Design simd_inst_receiver_flat, sky130hd; sources not shown.
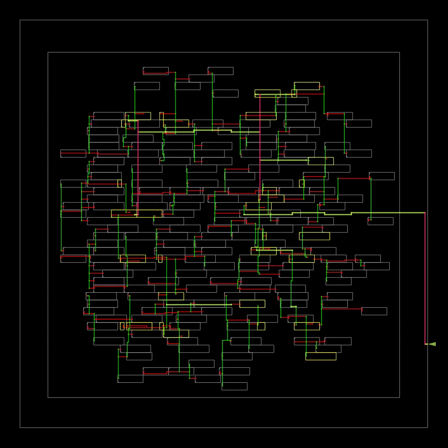
**Above:** run 1 (clock routing).
Insertion Delay late pin: 420 ps
setup skew after layout: 10.2 ps
Clock Sinks: 176
Seq cells: 176

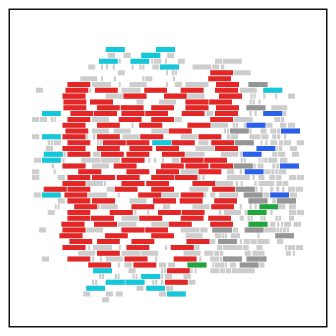
**Above:** run 1 (register map, names as in the netlist).
| colour | signal | sequential cells |
|---|---|---|
| cyan | u_core.bus.o_arg | 20 |
| blue | u_core.bus.o_iter | 8 |
| red | u_core.u_fifo.r_mem | 128 |
| green | u_core.bus.o_op | 4 |
area taken by flip-flops and latches: 5050 um2
flip-flop and latch power: 2.07 mW
sequential cell area share: 0.603

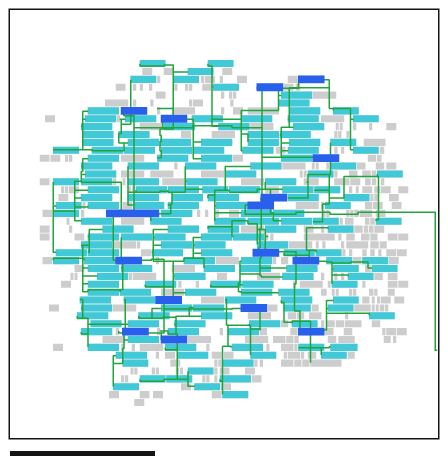
**Above:** run 1 (routed clock nets over the placement).
The bar under the picture is 50 um long.
[blue] cells driving clock nets | count: 17
[cyan] flip-flops | count: 176
[green] clock wires | length: 1840 um
routed clock nets: 18
power attributed to the clock group: 1.31 mW
clock network power share: 0.256

==> ds_physical_params.txt, run 1 <==
Physical design parameters

Parameter                              Value

Timing
  Worst hold slack after final layout .................. 471 ps
  RSZ-0062 raised after global routing .................. no
  Slew HR .................. 0.373
  Setup TNS .................. 0 ps
  Slew Viols, Final .................. 0
  Final worst setup slack .................. 1130 ps
  Fmax .................. 265 MHz
  Crit share post-route .................. 0.770
  Setup violation total in the final timing report .................. 0
  Worst Max-Slew Pin Slew .................. 941 ps

Place
  Placed inst area .................. 7790 um2
  Placed Instances .................. 683
  Detail Placement HPWL .................. 8060 um
  IO buf count .................. 72

Die
  Site Rows .................. 46
  Total core area .................. 15900 um2
  Die Span X .................. 148 um
  Number of top-level design ports .................. 73
  Number of tap cells added at floorplan .................. 216

Yosys
  Cell area leaders .................. sky130_fd_sc_hd__edfxtp_1 (56%), sky130_fd_sc_hd__dfrtp_1 (18%), sky130_fd_sc_hd__mux4_2 (11%), sky130_fd_sc_hd__nand2_1 (6.0%), sky130_fd_sc_hd__xor2_1 (1.5%)
  Number of instances in the synthesized netlist .................. 406
  Total of flip-flops plus latches after synthesis .................. 176
  Cell taking the most area after synthesis .................. sky130_fd_sc_hd__edfxtp_1
  Post-synthesis instance area .................. 6850 um2
  Synthesis warning total .................. 0
  Basic-gate share of the synthesized area counting and, or, nand and nor cells .................. 0.0941
  Post-synth ARST share .................. 0.273
  Post-synth top flop .................. sky130_fd_sc_hd__edfxtp_1
  Syn_nets .................. 449

Global routing
  Number of global-route vias before repair .................. 3737

Routing
  First-pass detailed-route iteration total .................. 4
  Via density per instance .................. 4.90
  Met3 WL .................. 743 um
  M1 WL .................. 5400 um
  DR vias .................. 3499
  Detail Route met2 WL .................. 6580 um

Finish
  Final nets .................. 529
  Antenna cells .................. 0
  Footprint of the multi-input gates .................. 1710 um2
  Non-clk buf share .................. 0.0895
  Comb area share .................. 0.204
  Synthesis-to-layout area growth .................. 22.1%
  Number of multi-input combinational cells .................. 211
  Number of filler instances in the final layout .................. 1309
  Util after Layout .................. 0.525

Power
  Internal Power .................. 3.39 mW
  Sequential power share .................. 0.404
  Fraction of power spent switching nets .................. 0.338
  Combinational share of power .................. 0.339

Critical path
  Nature of the critical path endpoint .................. primary output
  FF-to-FF setup slack .................. 2190 ps
  Path depth of the worst reg2reg path .................. 5

Outcome
  Run status .................. finished clean

Clocking
  Num CTS Buffers .................. 17
==> run 2: changes to the inputs <==
Clock period 4.9 ns to 3.7 ns, I/O delays scaled along.
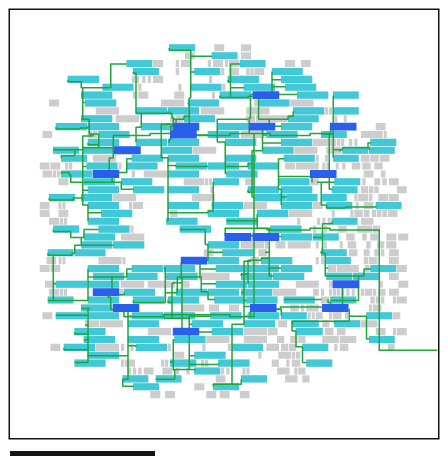
**Above:** run 2 (routed clock nets over the placement).
The bar under the picture is 50 um long.
[cyan] flip-flops | count: 176
[green] clock wires | length: 1870 um
[blue] cells driving clock nets | count: 17
routed clock nets: 18
power attributed to the clock group: 1.76 mW
setup skew after layout: 7.00 ps

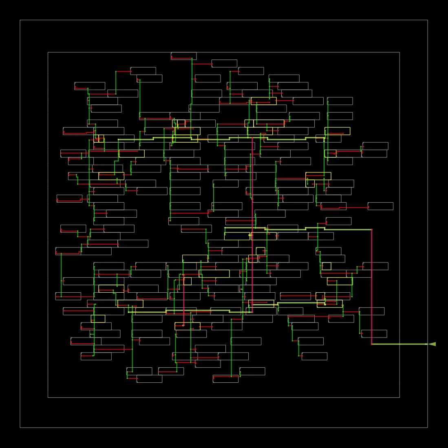
**Above:** run 2 (clock routing).
Num CTS Buffers: 17
Layout clock buffers: 18

==> ds_physical_params.txt, run 2 <==
Physical design parameters

Parameter                              Value

Die
  Number of top-level design ports .................. 73 (unchanged)
  Die Span X .................. 148 um (unchanged)
  Number of tap cells added at floorplan .................. 216 (unchanged)

Timing
  Final worst setup slack .................. 244 ps (was 1130 ps)
  Fmax .................. 289 MHz
  Worst Max-Slew Pin Slew .................. 936 ps (was 941 ps)
  Setup violation total in the final timing report .................. 0 (unchanged)
  Crit share post-route .................. 0.934
  Slew Viols, Final .................. 0 (unchanged)
  Worst hold slack after final layout .................. 477 ps (was 471 ps)
  Slew HR .................. 0.376 (was 0.373)
  Setup TNS .................. 0 ps (unchanged)

Place
  Detail Placement HPWL .................. 8050 um (was 8060 um)

Routing
  Detail Route met2 WL .................. 6580 um (about the same)
  Via density per instance .................. 4.90 (about the same)
  First-pass detailed-route iteration total .................. 4 (unchanged)
  M1 WL .................. 5570 um (was 5400 um)

Finish
  Non-clk buf share .................. 0.0938 (was 0.0895)
  Number of filler instances in the final layout .................. 1314 (was 1309)
  Sequential cell area share .................. 0.599 (was 0.603)
  Final nets .................. 533 (was 529)
  Seq cells .................. 176 (unchanged)
  Comb area share .................. 0.203 (was 0.204)
  Area taken by flip-flops and latches .................. 5050 um2 (unchanged)
  Number of multi-input combinational cells .................. 211 (unchanged)

Clocking
  Clock Sinks .................. 176 (unchanged)
  Insertion Delay late pin .................. 420 ps (about the same)

Critical path
  Path depth of the worst reg2reg path .................. 5 (unchanged)
  FF-to-FF setup slack .................. 1490 ps (was 2190 ps)
  Nature of the critical path endpoint .................. primary output (unchanged)

Yosys
  Post-synth ARST share .................. 0.273 (unchanged)
  Number of instances in the synthesized netlist .................. 406 (unchanged)
  Cell taking the most area after synthesis .................. sky130_fd_sc_hd__edfxtp_1 (unchanged)
  Synthesis warning total .................. 0 (unchanged)
  Post-synth top flop .................. sky130_fd_sc_hd__edfxtp_1 (unchanged)
  Basic-gate share of the synthesized area counting and, or, nand and nor cells .................. 0.0941 (unchanged)
  Cell area leaders .................. sky130_fd_sc_hd__edfxtp_1 (56%), sky130_fd_sc_hd__dfrtp_1 (18%), sky130_fd_sc_hd__mux4_2 (11%), sky130_fd_sc_hd__nand2_1 (6.0%), sky130_fd_sc_hd__xor2_1 (1.5%) (unchanged)
  Total of flip-flops plus latches after synthesis .................. 176 (unchanged)
  Syn_nets .................. 449 (unchanged)

Power
  Internal Power .................. 4.45 mW (was 3.39 mW)
  Combinational share of power .................. 0.338 (was 0.339)
  Fraction of power spent switching nets .................. 0.347 (was 0.338)
  Flip-flop and latch power .................. 2.75 mW (was 2.07 mW)

Global routing
  Number of global-route vias before repair .................. 3845 (was 3737)

Outcome
  Run status .................. finished clean (unchanged)
==> run 3: changes to the inputs <==
Settings changed: SYNTH_HIERARCHICAL set to 1.
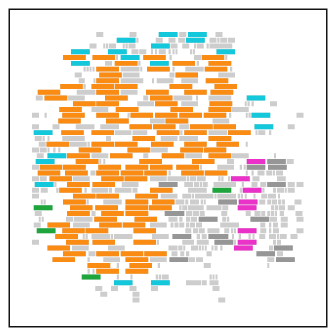
**Above:** run 3 (register map, names as in the netlist).
| colour | signal | sequential cells |
|---|---|---|
| magenta | u_core/r_rep | 8 |
| orange | u_core/u_fifo/r_mem | 128 |
| green | u_core/bus.o_op | 4 |
| cyan | u_core/bus.o_arg | 20 |
not coloured: 16
Util after Layout: 0.528
flip-flop and latch power: 2.78 mW
sequential cell area share: 0.582

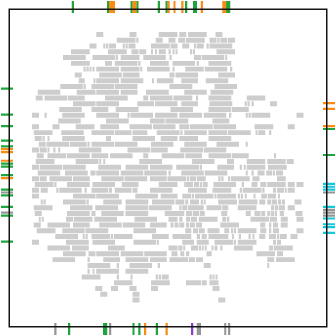
**Above:** run 3 (I/O pins on the die edge).
Pins as bars across the die edge, other pins in grey.
| colour | port | pins | direction | edge |
|---|---|---|---|---|
| cyan | bus_o_iter | 8 | output | right |
| purple | bus_inst_ack | 1 | output | bottom |
| green | bus_i_inst | 32 | input | 13 left, 11 top, 6 bottom, 2 right |
| orange | bus_o_arg | 20 | output | 11 top, 4 left, 3 right, 2 bottom |
all pins by edge: 22 top, 19 left, 17 right, 15 bottom
IO buf count: 72
Die Span X: 149 um

==> ds_physical_params.txt, run 3 <==
Physical design parameters

Parameter                              Value

Finish
  Antenna cells .................. 0 (unchanged)
  Number of multi-input combinational cells .................. 223 (was 211)
  Footprint of the multi-input gates .................. 1820 um2 (was 1710 um2)
  Non-clk buf share .................. 0.0973 (was 0.0938)
  Final nets .................. 551 (was 533)
  Number of filler instances in the final layout .................. 1280 (was 1314)
  Area taken by flip-flops and latches .................. 5050 um2 (unchanged)
  Seq cells .................. 176 (unchanged)
  Layout clock buffers .................. 20 (was 18)
  Comb area share .................. 0.210 (was 0.203)

Yosys
  Syn_nets .................. 466 (was 449)
  Post-synth ARST share .................. 0.273 (unchanged)
  Synthesis warning total .................. 6 (was 0)
  Post-synth top flop .................. sky130_fd_sc_hd__edfxtp_1 (unchanged)
  Cell area leaders .................. sky130_fd_sc_hd__edfxtp_1 (55%), sky130_fd_sc_hd__dfrtp_1 (17%), sky130_fd_sc_hd__mux4_2 (10%), sky130_fd_sc_hd__nand2_1 (5.8%), sky130_fd_sc_hd__xor2_1 (1.4%) (was sky130_fd_sc_hd__edfxtp_1 (56%), sky130_fd_sc_hd__dfrtp_1 (18%), sky130_fd_sc_hd__mux4_2 (11%), sky130_fd_sc_hd__nand2_1 (6.0%), sky130_fd_sc_hd__xor2_1 (1.5%))
  Post-synthesis instance area .................. 6980 um2 (was 6850 um2)

Power
  Power attributed to the clock group .................. 1.94 mW (was 1.76 mW)
  Sequential power share .................. 0.389 (was 0.403)
  Fraction of power spent switching nets .................. 0.343 (was 0.347)

Timing
  Setup skew after layout .................. 6.32 ps (was 7.00 ps)
  Setup TNS .................. 0 ps (unchanged)
  Slew Viols, Final .................. 0 (unchanged)
  RSZ-0062 raised after global routing .................. no (unchanged)

Routing
  M1 WL .................. 6080 um (was 5570 um)
  DR vias .................. 3754 (was 3523)
  Detail Route met2 WL .................. 6940 um (was 6580 um)
  Met3 WL .................. 752 um (was 592 um)
  Via density per instance .................. 5.07 (was 4.90)

Outcome
  Run status .................. finished clean (unchanged)

Clocking
  Clock Sinks .................. 176 (unchanged)
  Num CTS Buffers .................. 17 (unchanged)
  Insertion Delay late pin .................. 410 ps (was 420 ps)

Place
  Placed Instances .................. 709 (was 687)

Critical path
  Nature of the critical path endpoint .................. primary output (unchanged)
  Path depth of the worst reg2reg path .................. 7 (was 5)

Global routing
  Number of global-route vias before repair .................. 4109 (was 3845)

Die
  Total core area .................. 16400 um2 (was 15900 um2)
  Site Rows .................. 47 (was 46)
Power figures rest on the tool's default switching activity, not on a simulated workload.
